## src/rtl/fpu_issue_ctrl_pkg.sv

```systemverilog
// Shared types for the FPU issue sequencer: FSM states, dynamic rounding code,
// the func codes it needs from the core's ALU encoding, and the latency-class lookup.
package fpu_ctrl_pkg;

    typedef enum logic [1:0] {
        IDLE = 2'd0,
        EXEC = 2'd1,
        DONE = 2'd2
    } state_e;

    typedef enum logic {
        LAT_CLASS_ARITH = 1'b0,
        LAT_CLASS_CVT   = 1'b1
    } lat_class_e;

    localparam logic [2:0] RM_DYN = 3'b111;

    // Mirrors the ALU_* encoding used by the decoder.
    localparam logic [4:0] ALU_FADDS   = 5'h10;
    localparam logic [4:0] ALU_FSUBS   = 5'h11;
    localparam logic [4:0] ALU_FMULS   = 5'h12;
    localparam logic [4:0] ALU_FDIVS   = 5'h13;
    localparam logic [4:0] ALU_FCVTSW  = 5'h14;
    localparam logic [4:0] ALU_FCVTSWU = 5'h15;

    function automatic lat_class_e fpu_lat(input logic [4:0] func);
        lat_class_e cls;
        cls = LAT_CLASS_ARITH;
        if (func == ALU_FCVTSW || func == ALU_FCVTSWU) begin
            cls = LAT_CLASS_CVT;
        end
        return cls;
    endfunction

endpackage

```

## src/rtl/fpu_issue_ctrl.sv

```systemverilog
// Single-op FPU sequencer: holds operands for the op latency plus fpu_busy, then
// offers the result to writeback. FPU_ISSUE_CTRL_PERF_EN adds op/stall counters.
module fpu_issue_ctrl
    import fpu_ctrl_pkg::*;
#(
    parameter int LAT_CVT   = 1,
    parameter int LAT_ARITH = 3,
    parameter int CNT_W     = 4
) (
    input  logic        clk,
    input  logic        rst,
    input  logic        issue_valid,
    input  logic [4:0]  issue_func,
    input  logic [2:0]  issue_rm,
    input  logic [31:0] issue_opa,
    input  logic [31:0] issue_opb,
    input  logic [4:0]  issue_dest,
    input  logic [2:0]  frm_csr,
    input  logic        flush,
    output logic        issue_ready,
    output logic        stall,
    output logic [31:0] fpu_opa,
    output logic [31:0] fpu_opb,
    output logic [4:0]  fpu_func,
    output logic [2:0]  fpu_rm,
    input  logic [31:0] fpu_res,
    input  logic        fpu_busy,
    output logic        wb_valid,
    output logic [31:0] wb_data,
    output logic [4:0]  wb_dest,
    input  logic        wb_ready
`ifdef FPU_ISSUE_CTRL_PERF_EN
    ,
    output logic [31:0] perf_ops,
    output logic [31:0] perf_stall_cycles
`endif
);

    state_e             state_q;
    logic [CNT_W-1:0]   cnt_q;
    logic [CNT_W-1:0]   cnt_d;
    logic [31:0]        fpu_opa_q;
    logic [31:0]        fpu_opb_q;
    logic [4:0]         fpu_func_q;
    logic [2:0]         fpu_rm_q;
    logic [2:0]         fpu_rm_d;
    logic [4:0]         dest_q;
    logic               wb_valid_q;
    logic [31:0]        wb_data_q;
    logic [4:0]         wb_dest_q;
    logic               accept;

    assign issue_ready = (state_q == IDLE) || (state_q == DONE && wb_ready);
    assign stall       = issue_valid && !issue_ready;
    assign accept      = issue_valid && issue_ready && !flush;

    // frm is only consulted here, so a CSR write mid-op cannot disturb the held op.
    always_comb begin
        fpu_rm_d = (issue_rm == RM_DYN) ? frm_csr : issue_rm;
        cnt_d    = (fpu_lat(issue_func) == LAT_CLASS_CVT) ? CNT_W'(LAT_CVT - 1)
                                                          : CNT_W'(LAT_ARITH - 1);
    end

    always_ff @(posedge clk) begin
        if (rst) begin
            state_q    <= IDLE;
            cnt_q      <= '0;
            fpu_opa_q  <= '0;
            fpu_opb_q  <= '0;
            fpu_func_q <= '0;
            fpu_rm_q   <= '0;
            dest_q     <= '0;
            wb_valid_q <= 1'b0;
            wb_data_q  <= '0;
            wb_dest_q  <= '0;
        end else if (flush) begin
            state_q    <= IDLE;
            cnt_q      <= '0;
            wb_valid_q <= 1'b0;
        end else begin
            if (accept) begin
                fpu_opa_q  <= issue_opa;
                fpu_opb_q  <= issue_opb;
                fpu_func_q <= issue_func;
                fpu_rm_q   <= fpu_rm_d;
                dest_q     <= issue_dest;
                cnt_q      <= cnt_d;
                state_q    <= EXEC;
            end
            case (state_q)
                EXEC: begin
                    if (cnt_q != '0) begin
                        cnt_q <= cnt_q - CNT_W'(1);
                    end else if (!fpu_busy) begin
                        wb_data_q  <= fpu_res;
                        wb_dest_q  <= dest_q;
                        wb_valid_q <= 1'b1;
                        state_q    <= DONE;
                    end
                end
                DONE: begin
                    // A same-cycle accept already moved us to EXEC above.
                    if (wb_ready) begin
                        wb_valid_q <= 1'b0;
                        if (!accept) begin
                            state_q <= IDLE;
                        end
                    end
                end
                default: begin
                end
            endcase
        end
    end

    assign fpu_opa  = fpu_opa_q;
    assign fpu_opb  = fpu_opb_q;
    assign fpu_func = fpu_func_q;
    assign fpu_rm   = fpu_rm_q;
    assign wb_valid = wb_valid_q;
    assign wb_data  = wb_data_q;
    assign wb_dest  = wb_dest_q;

`ifdef FPU_ISSUE_CTRL_PERF_EN
    logic [31:0] perf_ops_q;
    logic [31:0] perf_stall_q;
    logic        wb_handshake;

    // A flushed result never counts as delivered.
    assign wb_handshake = (state_q == DONE) && wb_ready && !flush;

    always_ff @(posedge clk) begin
        if (rst) begin
            perf_ops_q   <= '0;
            perf_stall_q <= '0;
        end else begin
            if (wb_handshake && perf_ops_q != 32'hFFFF_FFFF) begin
                perf_ops_q <= perf_ops_q + 32'd1;
            end
            if (stall && perf_stall_q != 32'hFFFF_FFFF) begin
                perf_stall_q <= perf_stall_q + 32'd1;
            end
        end
    end

    assign perf_ops          = perf_ops_q;
    assign perf_stall_cycles = perf_stall_q;
`endif

endmodule
```

## config.mk

```make
export PLATFORM = sky130hd
export DESIGN_NAME = fpu_issue_ctrl
export DESIGN_NICKNAME = d
export VERILOG_FILES = /design/src/rtl/fpu_issue_ctrl_pkg.sv /design/src/rtl/fpu_issue_ctrl.sv
export SDC_FILE = /design/constraint.sdc
export NUM_CORES = 1
export LEC_CHECK = 0
export CAP_MARGIN = 20
export CORE_AREA = 2 2 110 112
export CTS_CLUSTER_DIAMETER = 200
export DETAILED_ROUTE_END_ITERATION = 10
export DIE_AREA = 0 0 112 114
export PLACE_DENSITY = 0.86
export SLEW_MARGIN = 10
export SYNTH_ARGS = -nofsm -noshare
export SYNTH_HDL_FRONTEND = slang
export SYNTH_SLANG_ARGS = --single-unit
```

## constraint.sdc

```tcl
create_clock -name clk -period 1.9 [get_ports clk]
set_input_delay 0.38 -clock clk [delete_from_list [all_inputs] [get_ports clk]]
set_output_delay 0.38 -clock clk [all_outputs]
set_load 0.005 [all_outputs]
```

Run 1, clock routing:
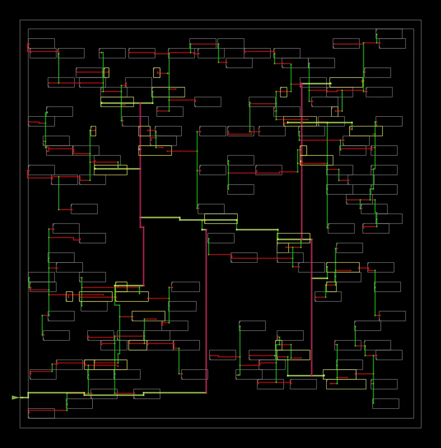
clk latency late pin: 0.40 ns
clock buf count: 20
registers: 121
TritonCTS Buffers: 17
clock skew: 0.00716 ns

Run 1, metal 1:
Supply wires on this layer in grey.
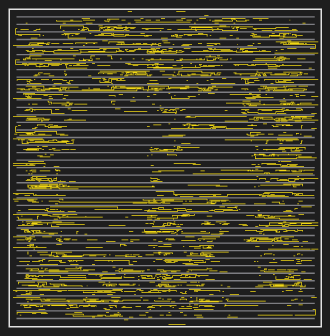
The layer carries 5180 microns of wire. The wires run mostly horizontal. The longest straight run is 43.2 microns. The layer holds 40% of the routed length. 797 nets have wire on it.
final wirelength: 12900 microns
Via Count: 4505
met1 usage: 0.233

==> results.tsv, run 1 <==
stage	metric	value	unit
run_status	outcome	finished clean	
cells_and_area	dominant_cells	buffers	
final_timing	finalCritPeriodShare	0.952	
clocking	htreeDepth	4	
hold_path	whs_endpoint	cnt_q[3]$_SDFF_PP0_	
routing	routed.top_layer	met4	
global_route	grt.busiest_layer	met2	
power	finalPower	6310	uW
place	dp_cells	919	
place	dp_hpwl	9040	microns
power	switching_share	0.224	
power	powerClk	2920	uW
critical_path	cp-end-kind	output pin	
critical_path	path_delay_family	flip-flops	
routing	drt_pass1_iterations	4	
flow_run	cap_violations	0	
floorplan	die_x	112	microns
final_timing	holdWs	0.347	ns
cells_and_area	inv_count	6	
clocking	cts-resized-gates	14	
cells_and_area	area_share_clock_buf_inv	0.0725	
cells_and_area	fill_cells	962	
power	ir_drop	0.583	mV
place	dpl-instance-area	6980	sq um
routing	drc	0	
cells_and_area	multi_input_comb_cells	393	
final_timing	final-hold-violation-count	0	
synth	syn-cell-area	4390	sq um
global_route	grt_pass1_wl	21000	microns
global_route	gr-usage-met3	0.0866	
power	maxPowerGroup	clock	
synth	synthTopCellsByCount	nand2_1 (234), a21oi_1 (121), dfxtp_1 (121)	
power	leakagePower	0.00272	uW
clocking	root_buffer	clkbuf_16	
clocking	clk_path_buf_depth	2	
clocking	hold_buffers	0	
final_timing	layout_min_cycle_time	1.81	ns
critical_path	crit_slowest_cell	dfxtp_2	
synth	synth_area_per_cell	7.88	sq um
power	pwr-share-comb	0.114	
synth	simple_gate_share	0.234	
power	p_per_area	835	nW/um^2
synth	ff_type	dfxtp_1	
synth	netlist-cell-type-count	29	
synth	ys_sh_xor	0	
clocking	cts_tree	built	
routing	route.layer.met1.wl	5180	microns
synth	logic_family	simple AND/OR/NAND/NOR gates	
cells_and_area	nNonClkBuffers	253	
hold_path	hold_class	input pin to flip-flop	
final_timing	rsz0062_at_grt	false	
synth	top_cell_area_share	0.552	
clocking	clkTransAtPathRegs	0.05	ns
critical_path	reg2reg_from	state_q[1]$_SDFF_PP0_	
final_timing	relSlewSlack	0.642	
power	netSwitchingPower	1410	uW
floorplan	taps	147	
cells_and_area	comb_area_frac	0.240	
routing	dr.first_iter.drc_count	276	
routing	vias_per_cell	4.73	
synth	aoi_share	0.160	
synth	synth_dominant_cell_count	nand2_1	
final_timing	slew_viol_final	0	
critical_path	r2r_slack	0.17	ns
critical_path	max_stage_delay	0.36	ns
synth	topCellsByArea	dfxtp_1 (55%), nand2_1 (20%), a21oi_1 (14%)	
clocking	cts.sinks	121	
critical_path	required	1.52	ns
floorplan	die_area	12800	sq um
synth	synth_seq_share	0.552	
synth	yosysWarnings	0	
hold_path	hold_start	rst	
critical_path	worst_setup_path_start_kind	flip-flop	
cells_and_area	design_area	7560	sq um
global_route	grt_max_degree	116	
cells_and_area	ff_latch_area	2420	sq um
cells_and_area	final-nonclk-buf-share	0.339	
critical_path	rr_endpoint	wb_data[23]$_SDFFE_PP0P_	
synth	top_area_cell	dfxtp_1	
routing	ant_nets	0	
cells_and_area	nets	914	
cells_and_area	final_cell_mix	nand2_1 (233), clkdlybuf4s50_1 (226), a21oi_1 (120)	
cells_and_area	antennaDiodeCount	0	
global_route	grt_antenna_before_repair	0	
Run 1, routed metal, one colour a layer:
Only two layers are drawn.
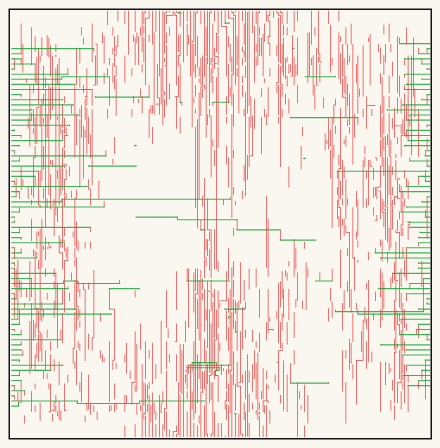
Key: green = met3 [wire length 1230 microns]; red = met2 [wire length 6200 microns]
Wirelength per Cell: 13.5 microns
gr usage total: 0.206

Run 1, M4 wires:
Supply wires on this layer in grey.
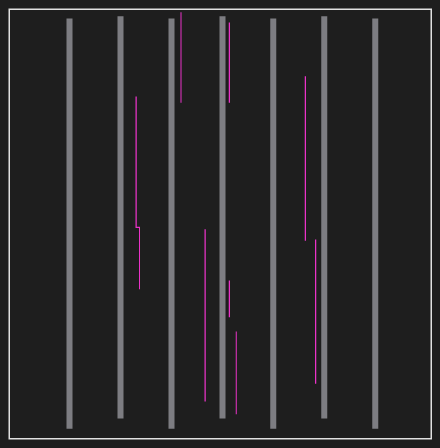

## Run 2: what changed since run 1
--- a/config.mk
+++ b/config.mk
@@ -6,10 +6,10 @@
 export NUM_CORES = 1
 export LEC_CHECK = 0
 export CAP_MARGIN = 20
-export CORE_AREA = 2 2 110 112
-export CTS_CLUSTER_DIAMETER = 200
+export CORE_AREA = 2 2 98 124
+export CTS_CLUSTER_DIAMETER = 150
 export DETAILED_ROUTE_END_ITERATION = 10
-export DIE_AREA = 0 0 112 114
+export DIE_AREA = 0 0 100 126
 export PLACE_DENSITY = 0.86
 export SLEW_MARGIN = 10
 export SYNTH_ARGS = -nofsm -noshare
Run 2, M4 wires:
Supply wires on this layer in grey.
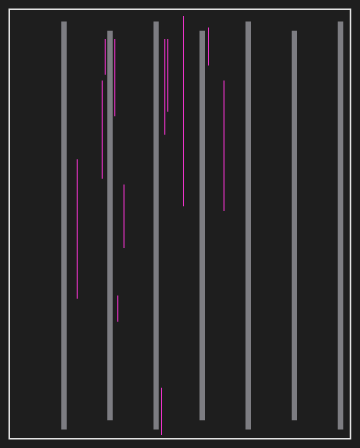
The wires run mostly vertical. The layer carries 295 microns of wire. 9 nets have wire on it. The layer holds 2.3% of the routed length. The longest straight run is 55.8 microns.
final wirelength: 13100 microns
Via Count: 4541

Run 2, clock routing:
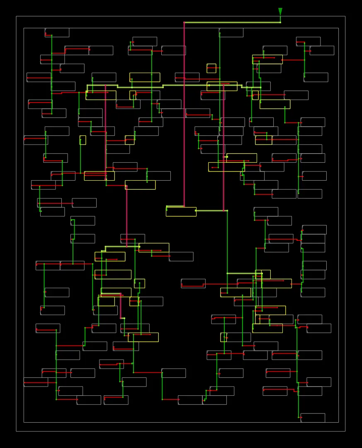
clk latency late pin: 0.41 ns
Clock Power: 3120 uW

Run 2, routed metal, one colour a layer:
Only two layers are drawn.
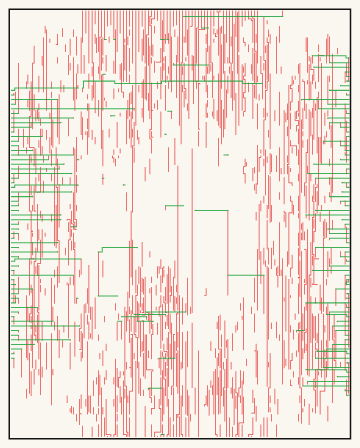
Key: red = met2 [wire length 6760 microns]; green = met3 [wire length 1010 microns]
gr usage total: 0.206
Wirelength per Cell: 13.8 microns

==> run 2 against run 1 <==
  * Combinational power increased by 1%
  * Fmax is 1.6% higher
  * Synthesized cell count did not move
  * Count of clock-buffer cells in the layout stayed put
  * Synthesized area unchanged
  * Final cell count down 0.63%
  * Critical path type unchanged
  * Critical endpoint is now issue_ready
==> results.tsv, run 2 <==
stage	metric	value	unit	change
run_status	outcome	finished clean		
cells_and_area	inv_count	6		unchanged
final_timing	slew_viol_final	0		unchanged
routing	vias_per_cell	4.80		+1.4%
cells_and_area	fill_cells	942		-2.1%
power	leakagePower	0.00274	uW	+0.93%
power	finalPower	6520	uW	+3.2%
synth	synthCells	557		
critical_path	reg2reg_from	cnt_q[0]$_SDFF_PP0_		
flow_run	cap_violations	0		unchanged
power	ir_drop	0.543	mV	-6.8%
cells_and_area	multi_input_comb_cells	393		unchanged
synth	top_cell_area_share	0.552		unchanged
floorplan	die_x	100	microns	-11%
synth	ff_type	dfxtp_1		
cells_and_area	dominant_cells	buffers		
final_timing	finalWorstSetupSlack	0.118	ns	
hold_path	hold_start	rst		
place	dpl-instance-area	7010	sq um	+0.45%
hold_path	whs_endpoint	cnt_q[2]$_SDFF_PP0_		
cells_and_area	design_area	7610	sq um	+0.66%
critical_path	max_stage_delay	0.36	ns	about the same
clocking	cts_tree	built		
critical_path	required	1.52	ns	about the same
power	netSwitchingPower	1450	uW	+2.3%
clocking	htreeDepth	4		unchanged
final_timing	skew	0.00900	ns	+0.00184 ns
routing	dr.first_iter.drc_count	128		-54%
synth	aoi_share	0.160		unchanged
cells_and_area	comb_area_frac	0.238		-0.00290
power	maxPowerGroup	clock		
synth	synth_area_per_cell	7.88	sq um	unchanged
hold_path	hold_class	input pin to flip-flop		
floorplan	taps	138		-6.1%
routing	drc	0		unchanged
final_timing	finalCritPeriodShare	0.938		-0.0147
clocking	root_buffer	clkbuf_16		
critical_path	rr_endpoint	wb_data[14]$_SDFFE_PP0P_		
synth	top_area_cell	dfxtp_1		
global_route	grt.busiest_layer	met2		
clocking	cts-resized-gates	8		-6
global_route	grt_pass1_wl	20600	microns	-1.7%
critical_path	path_delay_family	flip-flops		
power	p_per_area	856	nW/um^2	+2.6%
power	pwr-share-comb	0.112		-0.002
clocking	hold_buffers	0		unchanged
cells_and_area	final-nonclk-buf-share	0.342		+0.00254
cells_and_area	area_share_clock_buf_inv	0.0763		+0.00380
cells_and_area	ff_latch_area	2430	sq um	+0.10%
global_route	gr-usage-met3	0.0677		-0.0189
routing	route.layer.met1.wl	4990	microns	-3.6%
routing	drt_pass1_iterations	4		unchanged
floorplan	die_h	126	microns	
cells_and_area	nets	917		+0.33%
cells_and_area	ff_count	121		unchanged
clocking	cts_buffers	17		unchanged
global_route	met1_usage	0.217		-0.0159
synth	netlist-cell-type-count	29		unchanged
routing	routed.top_layer	met4		
power	switching_share	0.222		-0.00201
global_route	grt_max_degree	92		-21%
synth	synthTopCellsByCount	nand2_1 (234), a21oi_1 (121), dfxtp_1 (121)		
synth	ys_sh_mux	0		
final_timing	relSlewSlack	0.717		+0.0758
critical_path	cp-end-kind	output pin		
final_timing	final-hold-violation-count	0		unchanged
clocking	clkTransAtPathRegs	0.05	ns	about the same
routing	ant_nets	0		unchanged
synth	synth_seq_share	0.552		unchanged
clocking	clk_path_buf_depth	2		unchanged
global_route	grt_antenna_before_repair	0		unchanged
floorplan	core-area	11500	sq um	
final_timing	rsz0062_at_grt	false		
final_timing	holdWs	0.368	ns	+0.0204 ns
final_timing	layout_min_cycle_time	1.78	ns	-0.0278 ns
synth	syn-cell-area	4390	sq um	unchanged
synth	logic_family	simple AND/OR/NAND/NOR gates		
synth	synth_dominant_cell_count	nand2_1		
place	dp_hpwl	9380	microns	+3.8%
floorplan	die_area	12600	sq um	-1.3%
cells_and_area	final_cell_mix	nand2_1 (233), clkdlybuf4s50_1 (226), a21oi_1 (120)		
critical_path	crit_slowest_cell	dfxtp_4		
clocking	cts.sinks	121		unchanged
place	dp_cells	914		-0.54%
synth	simple_gate_share	0.234		unchanged
synth	topCellsByArea	dfxtp_1 (55%), nand2_1 (20%), a21oi_1 (14%)		
critical_path	r2r_slack	0.23	ns	+0.06 ns
critical_path	worst_setup_path_start_kind	flip-flop		
synth	yosysWarnings	0		unchanged
Power is estimated from default activity; no workload was simulated.
